Figure 1. Floorplan with the power grid (run 1).
The bar under the picture is 20 µm long. Pins as bars on the die edge.
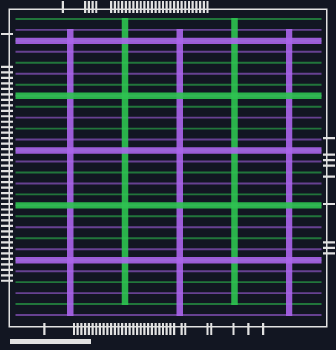
Figure 2. Placement by cell class (run 1).
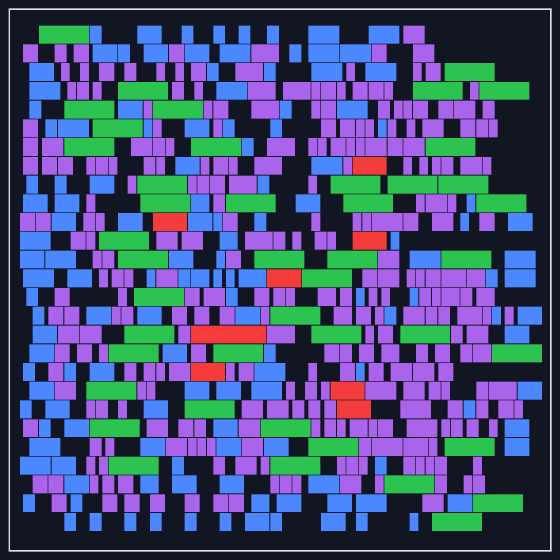
Figure 3. Clock wires, drivers and flops (run 1).
The bar under the picture is 20 µm long.
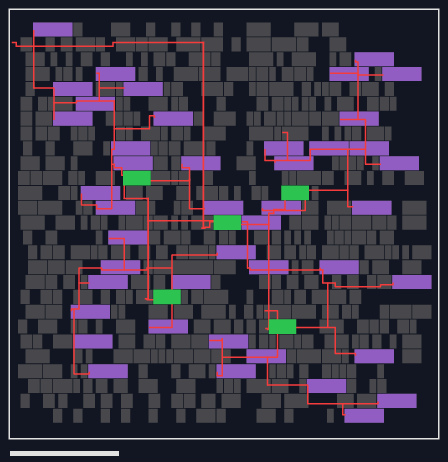
$ cat config.mk
export PLATFORM = sky130hd
export DESIGN_NAME = cache_seq
export DESIGN_NICKNAME = d
export VERILOG_FILES = /design/src/rtl/cache_seq.sv
export SDC_FILE = /design/constraint.sdc
export NUM_CORES = 1
export LEC_CHECK = 0
export CAP_MARGIN = 0
export CORE_UTILIZATION = 45
export DETAILED_ROUTE_END_ITERATION = 6
export GPL_ROUTABILITY_DRIVEN = 0
export GPL_TIMING_DRIVEN = 0
export PLACE_DENSITY_LB_ADDON = 0.12
export SKIP_CTS_REPAIR_TIMING = 1
export SYNTH_ARGS = -nofsm -noshare
export SYNTH_HDL_FRONTEND = slang
export SYNTH_SLANG_ARGS = --single-unit
$ cat constraint.sdc
create_clock -name clk -period 3.3 [get_ports clk]
set_clock_uncertainty 0.1 [all_clocks]
set_input_delay 0.33 -clock clk [delete_from_list [all_inputs] [get_ports clk]]
set_output_delay 0.33 -clock clk [all_outputs]
set_load 0.1 [all_outputs]
$ cat src/rtl/cache_seq.sv
// Control sequencer for a direct-mapped, write-through cache with 4-longword lines.
// Drives external tag and data RAMs and a longword-wide memory bus; outputs are decoded from state.
module cache_seq #(
  parameter int IDX_BITS = 10,
  localparam int TAGW = 24 - IDX_BITS
) (
  input  logic                clk,
  input  logic                rst,
  input  logic                req,
  input  logic                wr,
  input  logic                cache_cs,
  input  logic [25:0]         ca,
  input  logic                flush,
  output logic                ack,
  output logic [IDX_BITS-1:0] tag_addr,
  input  logic [TAGW:0]       tag_rd,
  output logic                tag_we,
  output logic [TAGW:0]       tag_wd,
  output logic [IDX_BITS+1:0] data_addr,
  output logic                data_we,
  output logic                data_src,
  output logic                bus_req,
  output logic                bus_wr,
  output logic [25:0]         bus_addr,
  input  logic                bus_ack,
  output logic                busy
);

  typedef enum logic [2:0] {
    S_IDLE,
    S_LOOKUP,
    S_COMPARE,
    S_FILL,
    S_WTHRU,
    S_BYPASS,
    S_FLUSH
  } state_t;

  state_t              state, state_nxt;
  logic [25:0]         ca_q;
  logic                wr_q;
  logic                hit_q;
  logic [1:0]          beat;
  logic [IDX_BITS-1:0] flush_cnt;
  logic                flush_pend;

  // Fields of the captured longword address: {tag, index, word}.
  logic [TAGW-1:0]     tag;
  logic [IDX_BITS-1:0] idx;
  logic [1:0]          word;
  logic [1:0]          fill_word;
  logic                hit;
  logic                accept;

  assign word      = ca_q[1:0];
  assign idx       = ca_q[IDX_BITS+1:2];
  assign tag       = ca_q[25:IDX_BITS+2];
  assign fill_word = word + beat;  // wraps 3->0 inside the line
  assign hit       = tag_rd[TAGW] && (tag_rd[TAGW-1:0] == tag);

  // A pending or fresh flush always wins over a request waiting in IDLE.
  assign accept = (state == S_IDLE) && !flush && !flush_pend && req;

  // NOTE: state registers use non-blocking assignments so every flop samples
  // pre-edge values; the decode below uses blocking assignments in always_comb.
  always_ff @(posedge clk) begin
    if (rst) begin
      state      <= S_IDLE;
      ca_q       <= '0;
      wr_q       <= 1'b0;
      hit_q      <= 1'b0;
      beat       <= '0;
      flush_cnt  <= '0;
      flush_pend <= 1'b0;
    end else begin
      state <= state_nxt;

      if (accept) begin
        ca_q <= ca;
        wr_q <= wr;
      end

      if (state == S_COMPARE) hit_q <= hit;

      if (state == S_FILL) begin
        if (bus_ack) beat <= beat + 2'd1;
      end else begin
        beat <= '0;
      end

      if (state == S_FLUSH) flush_cnt <= flush_cnt + IDX_BITS'(1);
      else                  flush_cnt <= '0;

      // Pulses seen while busy collapse into one flush taken on the next IDLE.
      if (state != S_IDLE && flush) flush_pend <= 1'b1;
      else if (state == S_IDLE)     flush_pend <= 1'b0;
    end
  end

  // NOTE: every output and state_nxt gets a default before the case, so no
  // path through the decode leaves a value unassigned and no latch is inferred.
  always_comb begin
    state_nxt = state;
    ack       = 1'b0;
    tag_addr  = '0;
    tag_we    = 1'b0;
    tag_wd    = '0;
    data_addr = '0;
    data_we   = 1'b0;
    data_src  = 1'b0;
    bus_req   = 1'b0;
    bus_wr    = 1'b0;
    bus_addr  = '0;

    unique case (state)
      S_IDLE: begin
        if (flush || flush_pend) state_nxt = S_FLUSH;
        else if (req)            state_nxt = cache_cs ? S_LOOKUP : S_BYPASS;
      end

      S_LOOKUP: begin
        tag_addr  = idx;
        state_nxt = S_COMPARE;
      end

      S_COMPARE: begin
        if (wr_q) begin
          state_nxt = S_WTHRU;
        end else if (hit) begin
          ack       = 1'b1;
          data_addr = {idx, word};
          state_nxt = S_IDLE;
        end else begin
          state_nxt = S_FILL;
        end
      end

      // Critical word first; the tag is only validated with the last beat.
      S_FILL: begin
        bus_req   = 1'b1;
        bus_addr  = {tag, idx, fill_word};
        data_addr = {idx, fill_word};
        tag_addr  = idx;
        if (bus_ack) begin
          data_we = 1'b1;
          ack     = (beat == 2'd0);
          if (beat == 2'd3) begin
            tag_we    = 1'b1;
            tag_wd    = {1'b1, tag};
            state_nxt = S_IDLE;
          end
        end
      end

      // Write-through without allocation: only a hit updates the data RAM.
      S_WTHRU: begin
        bus_req   = 1'b1;
        bus_wr    = 1'b1;
        bus_addr  = ca_q;
        data_addr = {idx, word};
        data_src  = 1'b1;
        if (bus_ack) begin
          ack       = 1'b1;
          data_we   = hit_q;
          state_nxt = S_IDLE;
        end
      end

      S_BYPASS: begin
        bus_req  = 1'b1;
        bus_wr   = wr_q;
        bus_addr = ca_q;
        if (bus_ack) begin
          ack       = 1'b1;
          state_nxt = S_IDLE;
        end
      end

      // NOTE: the tag RAM has no reset of its own; invalidation happens only
      // through this sweep, one line per cycle.
      S_FLUSH: begin
        tag_addr = flush_cnt;
        tag_we   = 1'b1;
        if (flush_cnt == {IDX_BITS{1'b1}}) state_nxt = S_IDLE;
      end

      default: state_nxt = S_IDLE;
    endcase
  end

  assign busy = (state != S_IDLE);

  a_ack_single_cycle: assert property (@(posedge clk) disable iff (rst) ack |=> !ack);
  a_tag_only_full_line: assert property (@(posedge clk) disable iff (rst)
    (tag_we && state == S_FILL) |-> (beat == 2'd3));

endmodule

==> notes.md, run 1 <==
The implementation run finished. Storage element area landed at 881 µm². Pin count of the biggest net entering global routing landed at 14. Among logic cells in the layout, the one with the most instances is nand2_1.

Number of pins with negative max-slew slack in the final report landed at 0. Final hold analysis gives a worst-case slack of 376 ps. Number of cells in Yosys stat landed at 357.

Counting flops per register, the top entry is ca_q. Summed over all instances, the cell type with the most area after synthesis is dfxtp_1. Summed over all layers, the global routing overflow is 0.

The cell-mix breakdown from Yosys lists the XOR/XNOR area share as 8.01%. Summed over all nets, the switching power comes to 0.00106 W. Leaving out the clock tree, the finished layout contains a buffer count of 138. Per the slew report, the remaining headroom to the max-slew limit stands at 33.1%.

The run finished with clean final reports. Among all cell types in the netlist, the one instantiated most often is nand2_1. In the global route stage, met2 resource usage came out at 49.6%. Across the whole layout, multi-input logic makes up 42.3% of the cell area. Period utilization landed at 96.7%. After layout, the worst setup slack is 108 ps. STA reports the tightest min-delay check as being of type primary input to register. The clock passes through at most 2 buffers.

In the post-synthesis netlist, the biggest area contributors are dfxtp_1, nand2_1, and2_1, a21oi_1, xor2_1. For this run, the slowest stage of the critical path takes 600 ps. Setup repair after global routing left no endpoint under its margin. Subtracting the final worst setup slack from the clock period gives 3190 ps.

Count of inserted antenna diode cells landed at 0. Inserted tap cell count landed at 72. After synthesis, the largest area contributor takes up 33.6% of total cell area.

Average size of a mapped cell landed at 7.35 µm². Per the post-synthesis report, the number of cells in the design is 357. After filler insertion, the fill cell instance count of the layout stands at 495. In the final timing run, aggregate negative setup slack is 0 ps. Peak fanout along the critical path landed at 10.

Logic depth of the worst path, buffers included landed at 6. OpenSTA lists the critical path endpoint as data_addr[1]. The dominant power group in this design is combinational logic.
Back to the opening pictures, Figure 1:
legend:
  VDD:
    colour: green
  VSS:
    colour: purple
met1 rails: 28
signal pins: 118
met5 straps: 5
rows: 27
total core area: 5570 µm²
worst vdd ir: 0.506 mV
vertical die dimension: 78.4 µm
horizontal extent of the die: 78.4 µm

Back to the opening pictures, Figure 2:
legend:
  clock drivers and dummy loads:
    colour: red
    cells: 8
  flip-flops:
    colour: green
    cells: 44
  other buffers and delay cells:
    colour: blue
    cells: 138
  all other logic:
    colour: purple
    cells: 291
flip-flop and latch share of the layout cell area: 22.5%
number of cell rows: 27
Post-Route Utilization: 70.1%
cell area after layout: 3910 µm²

Back to the opening pictures, Figure 3:
legend:
  cells driving clock nets:
    colour: green
    count: 5
  flip-flops:
    colour: purple
    count: 44
  clock wires:
    colour: red
    length: 572 µm
routed clock nets: 6
flops lie: spread over the die

==> run 2, diff against run 1 <==
CORE_UTILIZATION = 38   (was 45)
clock period = 2.67 ns   (was 3.3 ns; I/O delays follow)
Figure 4. Clock wiring as the flow saved it (run 2).
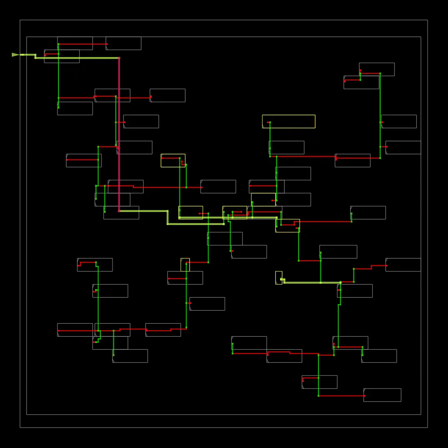
power in the clock group: 0.000507 W
Latency at later pin: 300 ps
Inserted Clock Buffers: 5

Figure 5. Floorplan with the power grid (run 2).
The bar under the picture is 20 µm long. Pins as bars on the die edge.
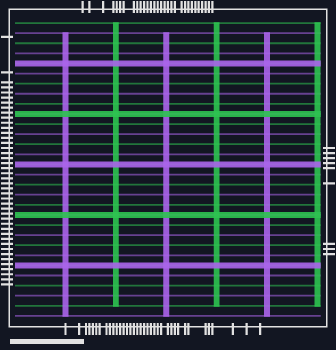
legend:
  VSS:
    colour: purple
  VDD:
    colour: green
met1 rails: 30
rows: 29
met4 straps: 6
signal pins: 118
met5 straps: 5

==> run 2 against run 1 <==
The flow now finishes with violations (setup timing). Total power grew 28%. Count of clock-buffer cells in the layout shrank 1. Design area grew 9.5%. Combinational power grew 37%. Clock power grew 11%. Routed wire length grew 7.0%. Sequential power grew 24%. Critical path depth grew 1. Global-route usage shrank 3.7 points. Die area grew 18%. Synthesized cell count is the same.
==> notes.md, run 2 <==
The implementation run finished. Setup-violating endpoint count in the final report landed at 2. The final timing report lists a max-slew violation count of 0. Setup repair after global routing could not meet its margin everywhere. Switching power of the nets landed at 0.00137 W. ca_q holds more flip-flops than any other register. The floorplan step set the die width to 85.1 µm. Checking hold timing, the worst path is listed with class primary input to register.

Utilization after layout landed at 65.9%. Standard cell core area landed at 6490 µm². The number of antenna diodes in the final layout is 0.

The area fraction of the largest cell type after synthesis is 33.6%. The worst-case IR drop observed on VDD is 0.378 mV. Sorting the Yosys area breakdown by cell type puts at the top dfxtp_1. Logic depth of the worst path, buffers included landed at 7. Yosys stat counts 357 cells in the synthesized netlist. Period utilization landed at 102%. The checks that failed: setup timing.

Sequential fraction of total cell area landed at 20.6%. Peak fanout along the critical path landed at 5. Final setup slack of the worst path landed at -46.3 ps. Multi-input gates account for 42.5% of the area. Across the whole layout, storage elements account for 883 µm². The run finished, with violations left. The layout has 583 filler cells. In this design, the stage delay of the slowest critical-path cell is 570 ps. According to the floorplan log, the row count is 29.

In this run the worst setup path terminates at data_addr[0]. Measured against its own limit, the worst slew margin works out to 35.4%.
Power is estimated from default activity; no workload was simulated.
